### Signal wires on met3

Scale: 4 px per um. Cells faint in the background.
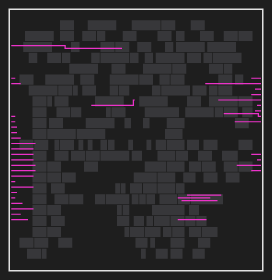
### Cell sizes after repair

Scale: 6 px per um.
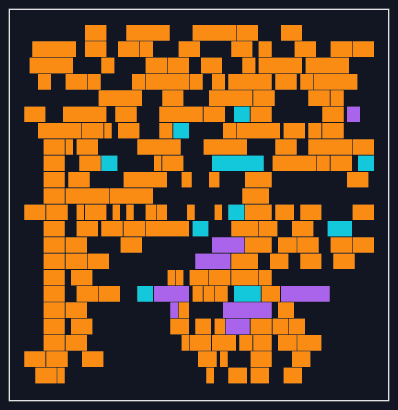
==> config.mk <==
export PLATFORM = sky130hd
export DESIGN_NAME = palette_arbiter
export DESIGN_NICKNAME = d
export VERILOG_FILES = /design/src/rtl/palette_pkg.sv /design/src/rtl/rr_arbiter.sv /design/src/rtl/palette_arbiter.sv
export SDC_FILE = /design/constraint.sdc
export NUM_CORES = 1
export LEC_CHECK = 0
export ABC_CLOCK_PERIOD_IN_PS = 4030
export CAP_MARGIN = 20
export CORE_AREA = 2 2 61 63
export CTS_CLUSTER_DIAMETER = 30
export CTS_CLUSTER_SIZE = 16
export DETAILED_ROUTE_END_ITERATION = 8
export DIE_AREA = 0 0 63 65
export GPL_ROUTABILITY_DRIVEN = 0
export MAX_ROUTING_LAYER = met4
export PLACE_DENSITY_LB_ADDON = 0.1
export SETUP_SLACK_MARGIN = 0.4
export SYNTH_ARGS = -nofsm -noshare
export SYNTH_HDL_FRONTEND = slang
export SYNTH_SLANG_ARGS = --single-unit
==> constraint.sdc <==
create_clock -name i_clk -period 4.03 [get_ports i_clk]
set_clock_uncertainty 0.1 [all_clocks]
set_input_delay 0.6045 -clock i_clk [delete_from_list [all_inputs] [get_ports i_clk]]
set_output_delay 0.6045 -clock i_clk [all_outputs]
set_load 0.01 [all_outputs]
==> flow_summary.json <==
{
  "drtIter0Drc": 46,
  "grt_pass1_wl_um": 4770,
  "cts-root-buf": "clkbuf_4",
  "cpMaxStageDelayCell": "clkdlybuf4s50_1",
  "drc": 0,
  "floorplan.nets": 177,
  "h-tree-depth": 1,
  "coreArea_um2": 3500,
  "crit_required_ns": 3.33,
  "hold_violations": 0,
  "cpPeakStageDelay_ns": 0.54,
  "whs_path_depth": 1,
  "grt_max_degree": 24,
  "largest_reg_flops": 12,
  "nNetsFinal": 232,
  "place_hpwl_um": 2270,
  "ys.flops": 24,
  "start_kind": "input pin",
  "total_power_uw": 772,
  "p_per_area_nw_per_um2": 387,
  "core_util_floorplan_pct": 39.0,
  "path_depth": 6,
  "synth_chip_area_um2": 1370,
  "status": "finished, final reports clean",
  "antenna_found_initial": 0,
  "setup-tns-final_ns": 0,
  "io_pins": 59,
  "leakage_nw": 0.770,
  "gr-usage-met2_pct": 25.7,
  "hold_slack_ns": 0.355,
  "ys_seq_share_pct": 35.2,
  "grt_pass1_vias": 1106,
  "clkTransAtPathRegs_ns": 0.11,
  "crit_chain": "dlygate4sd2_1 > or3b_1 > a2111oi_0 > o21a_1 > a221o_1 > clkdlybuf4s50_1",
  "ir_drop_v": 0.000273,
  "setup_viol": 0,
  "crit_path_end_kind": "output pin",
  "io_buffers": 57,
  "n_antenna_cell": 0,
  "avgViaCountPerCell": 5.01,
  "clock.fmax_mhz": 287,
  "cts.sinks": 24,
  "worstPathArrival_ns": 2.78,
  "clockBufferDepth": 2,
  "grt_setup_unrepaired": "false",
  "p_clk_share_pct": 12.7,
  "tool_warnings": 33,
  "top_cells_by_area": "dfxtp_1 35%, mux2i_1 15%, ha_1 7.3%",
  "path_delay_family": "buffers and inverters",
  "switching_share_pct": 33.1,
  "grt_busiest_layer": "met2",
  "seqPwrFrac_pct": 37.9,
  "pre_cts_slack_ns": 0.287,
  "cts_buffers": 3,
  "finalCritPeriodShare_pct": 86.6,
  "power_frac_comb_pct": 49.4,
  "rr_worst_depth": 9,
  "synth.largest_area_cell": "dfxtp_1",
  "critPathKind": "input pin to output pin",
  "wl_per_cell_um": 12.6,
  "cts_tree": "built",
  "worstHoldPathType": "register to register",
  "gr-usage-all-layers_pct": 14.8,
  "path_max_fanout": 12,
  "power.internal_uw": 517,
  "antenna_left": 0,
  "ys_types": 35,
  "row_count": 22,
  "syn_inst": 134,
  "chipArea_um2": 4100,
  "path_buffers": 2,
  "cts-hold-fix-buffers": 0,
  "met1_usage_pct": 17.4,
  "die_w_um": 63,
  "die_h_um": 65,
  "ys_cells": 134,
  "synth_area_um2": 1370,
  "reg2reg_slack_ns": 1.06,
  "slew_violations": 0,
  "drive_above_1_share_pct": 9.63,
  "yosys_warnings": 0,
  "netlist.area_leader.share_pct": 35.2,
  "min_period_ns": 3.49,
  "dr.pass1.iters": 4,
  "final_util_pct": 57.0,
  "syn_area_per_cell_um2": 10.2,
  "max_cap_viol_count": 0,
  "clock_latency_ns": 0.30,
  "grt_overflow": 0,
  "p_switching_uw": 256
}
-- 'Signal wires on met3' (at the start) --
- longest straight run: 14.0 um
- share of all routed wire: 6.7%
- main direction: horizontal
final WL: 2950 um
via count: 1177
GR Layer Usage met3: 4.17%

-- 'Cell sizes after repair' (at the start) --
- x1 and smaller: orange (cells 169; share 90%)
- x3 and x4: cyan (cells 10; share 5.3%)
- x2: purple (cells 8; share 4.3%)
Final WS setup: 0.541 ns
Area growth syn-to-layout: 46.0%
Non-CTS buffers: 61

## synth_stat cells
cell type,number
a2111oi_0,2
a21boi_0,1
a21oi_1,4
a221o_1,4
a22o_1,4
and2_1,1
and3b_1,2
and3b_4,1
buf_2,3
buf_4,2
buf_6,3
clkbuf_1,3
conb_1,1
dfxtp_1,24
ha_1,8
inv_1,2
inv_2,1
mux2_1,2
mux2_2,1
mux2i_1,20
mux4_2,2
nand2_1,2
nand3_1,1
nand3b_1,2
nor2_1,10
nor2b_1,16
nor3_1,1
o21a_1,1
o21ai_1,2
o221ai_1,1
o22ai_1,1
o32a_1,1
o32ai_1,2
or3b_1,2
or4_4,1
## kinds of logic (layout without fill, tap and decap cells)
| logic type | count (synthesis) | count (layout) | synth area share, % |
|---|---|---|---|
| simple gates | 39 | 39 | 17.2 |
| mux | 25 | 25 | 20.4 |
| flops | 24 | 24 | 35.2 |
| compound gates | 23 | 23 | 13.2 |
| buf+inv | 14 | 67 | 6.32 |
| fa+ha+maj | 8 | 8 | 7.33 |
| other cells | 1 | 1 | 0.275 |
## what timing repair did
action,4_1_cts,5_1_grt
setup buffers,0,1
resized,6,4
setup endpoints to repair,4,4
## through the flow
step,area [um2],cells
finish,1990,235
global route,1990,235
CTS,1980,234
detailed placement,1950,231
global placement,1950,231
floorplan,1370,134
## metal layers
layer	vias to the layer above	wire, um
li1	584	-
met4	0	0
met5	-	0
met1	544	1330
met2	49	1420
met3	0	198
## power by group through the flow
stage | Sequential, mW | Combinational (mW) | Clock, mW
after floorplan | 0.309 | 0.243 | 0
after global placement | 0.305 | 0.360 | 0
after detailed placement | 0.304 | 0.366 | 0
after CTS | 0.300 | 0.369 | 0.104
after global routing | 0.297 | 0.414 | 0.115
final | 0.293 | 0.382 | 0.0979
## worst reg2reg max path: stages (launching register included)
cell and delay (ns):
dfxtp_1 0.34, inv_1 0.12, ha_2 0.42, mux4_2 0.33, and2_1 0.21, a22o_1 0.18, a221o_1 0.27, or4_4 0.65
mux2i_1 0.19, nor2_1 0.05
## cell usage in the layout, fill, tap and decap left out, drive strengths merged, types with 3 or more instances in the layout
master and n:
ha 8, a21oi 4, and3b 3, a221o 4, dlygate4sd2 3, mux2i 20, dfxtp 24, clkdlybuf4s50 53
clkbuf 3, nor2 10, mux2 3, inv 3, a22o 4, nor2b 16, buf 4
## area by class of cell
cell class / count / area [um2]
repair buffers: 61 / 597
well taps: 48 / 60.1
fillers: 342 / 1500
flip-flops and latches: 24 / 484
multi-input cells: 96 / 818
clock buffers: 3 / 22.5
inverters: 3 / 11.3
Power figures rest on the tool's default switching activity, not on a simulated workload.
